==> src/rtl/regfile_sequencer.sv <==
// Initiator-side sequencer for a 16x8 two-read/one-write register file.
// Accepts one micro-instruction at a time, reads operands, runs a small ALU
// and issues a single write-back strobe together with a done pulse.
module regfile_sequencer #(
  parameter int DATA_WIDTH = 8,
  parameter int ADDR_WIDTH = 4
) (
  input  logic                  clk,
  input  logic                  rst,
  input  logic                  instr_valid,
  output logic                  instr_ready,
  input  logic [1:0]            instr_op,
  input  logic [ADDR_WIDTH-1:0] instr_rd,
  input  logic [ADDR_WIDTH-1:0] instr_rs1,
  input  logic [ADDR_WIDTH-1:0] instr_rs2,
  input  logic [DATA_WIDTH-1:0] instr_imm,
  output logic [ADDR_WIDTH-1:0] readAddress1,
  output logic [ADDR_WIDTH-1:0] readAddress2,
  input  logic [DATA_WIDTH-1:0] readData1,
  input  logic [DATA_WIDTH-1:0] readData2,
  output logic [ADDR_WIDTH-1:0] writeAddress,
  output logic [DATA_WIDTH-1:0] writeData,
  output logic                  writeEnable,
  output logic                  done,
  output logic                  carry
);

  typedef enum logic [1:0] {IDLE, READ, EXEC, WRITE} state_t;

  localparam logic [1:0] OP_LOADI = 2'b00;
  localparam logic [1:0] OP_ADD   = 2'b01;
  localparam logic [1:0] OP_SUB   = 2'b10;

  state_t                state_q, state_d;
  logic [1:0]            op_q, op_d;
  logic [ADDR_WIDTH-1:0] rd_q, rd_d;
  logic [ADDR_WIDTH-1:0] rs1_q, rs1_d;
  logic [ADDR_WIDTH-1:0] rs2_q, rs2_d;
  logic [DATA_WIDTH-1:0] a_q, a_d;
  logic [DATA_WIDTH-1:0] b_q, b_d;
  // result register: holds the LOADI immediate or the ALU result
  logic [DATA_WIDTH-1:0] result_q, result_d;
  logic [ADDR_WIDTH-1:0] waddr_q, waddr_d;
  logic                  we_q, we_d;
  logic                  done_q, done_d;
  logic                  carry_q, carry_d;
  logic [DATA_WIDTH:0]   alu_sum, alu_diff;

  // Ready only in IDLE and never while reset is asserted.
  assign instr_ready  = (state_q == IDLE) && !rst;
  assign readAddress1 = rs1_q;
  assign readAddress2 = rs2_q;
  assign writeAddress = waddr_q;
  assign writeData    = result_q;
  // The register file lets a write win over its clear, so the strobe is
  // masked by reset even in the first cycle reset rises.
  assign writeEnable  = we_q && !rst;
  assign done         = done_q && !rst;
  assign carry        = carry_q;

  // Next-state and datapath: accept, operand capture, ALU, write-back.
  always_comb begin
    state_d  = state_q;
    op_d     = op_q;
    rd_d     = rd_q;
    rs1_d    = rs1_q;
    rs2_d    = rs2_q;
    a_d      = a_q;
    b_d      = b_q;
    result_d = result_q;
    waddr_d  = waddr_q;
    carry_d  = carry_q;
    we_d     = 1'b0;
    done_d   = 1'b0;
    alu_sum  = {1'b0, a_q} + {1'b0, b_q};
    alu_diff = {1'b0, a_q} - {1'b0, b_q};
    case (state_q)
      IDLE: begin
        if (instr_valid && instr_ready) begin
          op_d  = instr_op;
          rd_d  = instr_rd;
          rs1_d = instr_rs1;
          rs2_d = instr_rs2;
          if (instr_op == OP_LOADI) begin
            // LOADI skips the operand stages and writes next cycle
            result_d = instr_imm;
            waddr_d  = instr_rd;
            we_d     = 1'b1;
            done_d   = 1'b1;
            state_d  = WRITE;
          end else begin
            state_d = READ;
          end
        end
      end
      READ: begin
        a_d     = readData1;
        b_d     = readData2;
        state_d = EXEC;
      end
      EXEC: begin
        case (op_q)
          OP_ADD: begin
            result_d = alu_sum[DATA_WIDTH-1:0];
            carry_d  = alu_sum[DATA_WIDTH];
          end
          OP_SUB: begin
            // top bit of the widened difference is the borrow (a < b)
            result_d = alu_diff[DATA_WIDTH-1:0];
            carry_d  = alu_diff[DATA_WIDTH];
          end
          default: result_d = a_q;
        endcase
        waddr_d = rd_q;
        we_d    = 1'b1;
        done_d  = 1'b1;
        state_d = WRITE;
      end
      default: state_d = IDLE;
    endcase
  end

  // State and registered outputs; reset aborts any instruction in flight.
  always_ff @(posedge clk) begin
    if (rst) begin
      state_q  <= IDLE;
      op_q     <= '0;
      rd_q     <= '0;
      rs1_q    <= '0;
      rs2_q    <= '0;
      a_q      <= '0;
      b_q      <= '0;
      result_q <= '0;
      waddr_q  <= '0;
      we_q     <= 1'b0;
      done_q   <= 1'b0;
      carry_q  <= 1'b0;
    end else begin
      state_q  <= state_d;
      op_q     <= op_d;
      rd_q     <= rd_d;
      rs1_q    <= rs1_d;
      rs2_q    <= rs2_d;
      a_q      <= a_d;
      b_q      <= b_d;
      result_q <= result_d;
      waddr_q  <= waddr_d;
      we_q     <= we_d;
      done_q   <= done_d;
      carry_q  <= carry_d;
    end
  end

endmodule
==> config.mk <==
export PLATFORM = sky130hd
export DESIGN_NAME = regfile_sequencer
export DESIGN_NICKNAME = d
export VERILOG_FILES = /design/src/rtl/regfile_sequencer.sv
export SDC_FILE = /design/constraint.sdc
export NUM_CORES = 1
export LEC_CHECK = 0
export ABC_AREA = 0
export ABC_CLOCK_PERIOD_IN_PS = 2500
export CAP_MARGIN = 20
export CORE_ASPECT_RATIO = 1.1
export CORE_MARGIN = 1.5
export CORE_UTILIZATION = 30
export CTS_BUF_LIST = sky130_fd_sc_hd__clkbuf_2
export CTS_CLUSTER_DIAMETER = 30
export DETAILED_ROUTE_END_ITERATION = 10
export PLACE_DENSITY_LB_ADDON = 0.05
export SLEW_MARGIN = 25
export SYNTH_ARGS = -nofsm -noshare
export SYNTH_HDL_FRONTEND = slang
export SYNTH_SLANG_ARGS = --single-unit
export TNS_END_PERCENT = 20
==> constraint.sdc <==
create_clock -name clk -period 2.5 [get_ports clk]
set_input_delay 0.25 -clock clk [delete_from_list [all_inputs] [get_ports clk]]
set_output_delay 0.25 -clock clk [all_outputs]
set_load 0.02 [all_outputs]
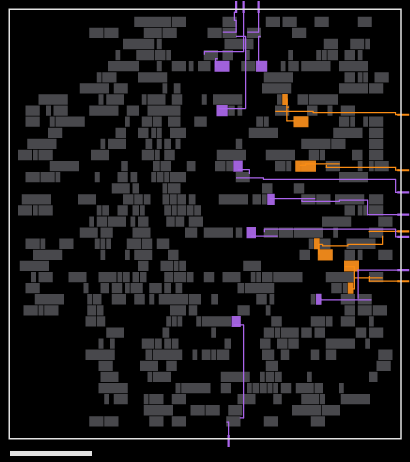
(nets reached from selected ports)
Scale bar: 20 um.
legend:
  orange:
    port: `instr_rd`
    bits: 4
    direction: input
    end_cells: 8
    buffers: 4
    wire: 119 um
  purple:
    port: `instr_imm`
    bits: 8
    direction: input
    end_cells: 8
    buffers: 8
    wire: 261 um
IO Port Bufs: 64
Ports: 65

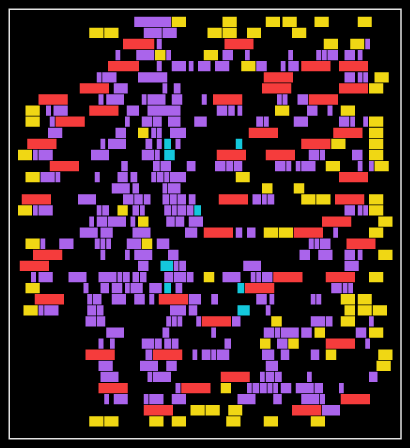
(cell classes on the final placement)
legend:
  purple:
    class: combinational and other logic
    cells: 278
    share_of_their_area: 52%
  yellow:
    class: other buffers and delay cells
    cells: 79
    share_of_their_area: 21%
  cyan:
    class: clock drivers and dummy loads
    cells: 8
    share_of_their_area: 1.4%
  red:
    class: flops
    cells: 46
    share_of_their_area: 26%

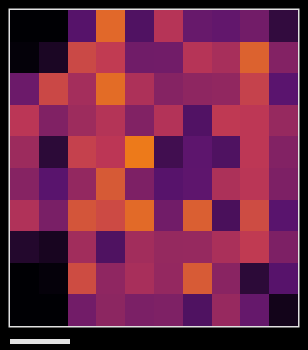
(cell area per tile)
Scale bar: 20 um. 10 x 10 tiles, from black (low) to pale yellow (high), 0 to 100% covered.
emptiest ninth of the die: bottom left
nearly empty tiles: 7.0%
fullest tile: 70%
mean over tiles: 36%
final core occ: 0.401
Init Core Util: 0.306
Core Footprint: 0.00926 mm2

==> job_summary.md <==
## Synthesis and layout report

| Metric | Value |
|---|---|
| Family with the most delay on the worst path | AND-OR/OR-AND gates |
| Syn. warnings | 0 |
| Fmax | between 400 and 500 MHz |
| Synth area leader | dfxtp_1 |
| Mapped cell area | about 0.0028 mm2 |
| Hold Path Depth | 3 |
| Top_reg_cell synth | dfxtp_1 |
| Flop count | around 46 |
| Register area | ~920 um2 |
| WL met3 | 326 um |
| Hpwl dp | 5500 um |
| Vias in the first global route | between 2000 and 2500 |
| Setup TNS | 0 ns |
| Syn nets | 413 |
| Clock Power Share | 0.146 |
| Area share, top type | 0.325 |
| First-pass GRT wire length | ~12000 um |
| Syn Inst Count | 347 |
| H-tree depth | 2 |
| Largest net degree at the start of global routing | 37 |
| Class of the worst hold path | in2reg |
| CLK BUF | 5 |
| Most used cell, CP | inv_2 |
| Critical Setup Path Class | reg2reg |
| Max layer used | met4 |
| WP buf/inv | 2 |
| Max-Cap Viols | 0 |
| Clk latency late pin | about 0.44 ns |
| Ys flops | 46 |
| CTS clk-pin slew, worst paths | approximately 0.27 ns |
| Run status | complete, no violations |
-- per-stage QoR --
step | power [mW] | utilization | worst slack, ns | hold WS, ns | instances
6_report | 2.41 | 0.401 | 0.114 | 0.296 | 528
5_1_grt | 2.61 | 0.401 | -0.0104 | 0.254 | 528
4_1_cts | 2.41 | 0.397 | 0.0265 | 0.253 | 526
3_5_place_dp | 2.04 | 0.391 | 0.0941 | 0.455 | 518
3_3_place_gp | 2.04 | 0.391 | 0.123 | 0.442 | 518
2_1_floorplan | 1.65 | - | 0.213 | 0.349 | 347
-- kinds of logic after synthesis --
kind of cell	Yosys count	share of synthesized area
multiplexers	24	0.0853
buffers and inverters	44	0.0610
AND/OR/NAND/NOR	137	0.237
flip-flops	46	0.325
AND-OR/OR-AND	71	0.175
adder cells (fa/ha/maj)	25	0.116
-- layer usage --
| layer | vias up | global-route usage |
|---|---|---|
| li1 | 1334 | - |
| met1 | 1178 | 0.208 |
| met2 | 53 | 0.239 |
| met3 | 7 | 0.0298 |
| met4 | 0 | 0.0378 |
| met5 | - | 0 |
-- layout by cell type, fill, tap and decap left out, types with 8 or more instances in the layout --
| cell type | n |
|---|---|
| nor3_1 | 10 |
| nand2_1 | 41 |
| mux2i_1 | 23 |
| buf_4 | 15 |
| dfxtp_1 | 44 |
| ha_1 | 22 |
| inv_1 | 19 |
| clkdlybuf4s50_1 | 64 |
| nand3b_1 | 16 |
| o21ai_0 | 11 |
| a211oi_1 | 8 |
| a21oi_1 | 16 |
| nor2_1 | 42 |
-- timing repair --
item / CTS / global route
resized: 0 / 8
setup endpoints to repair: 0 / 1
buffers inserted: 0 / 2
No activity file was given, so power comes from the tool's default toggle rates.
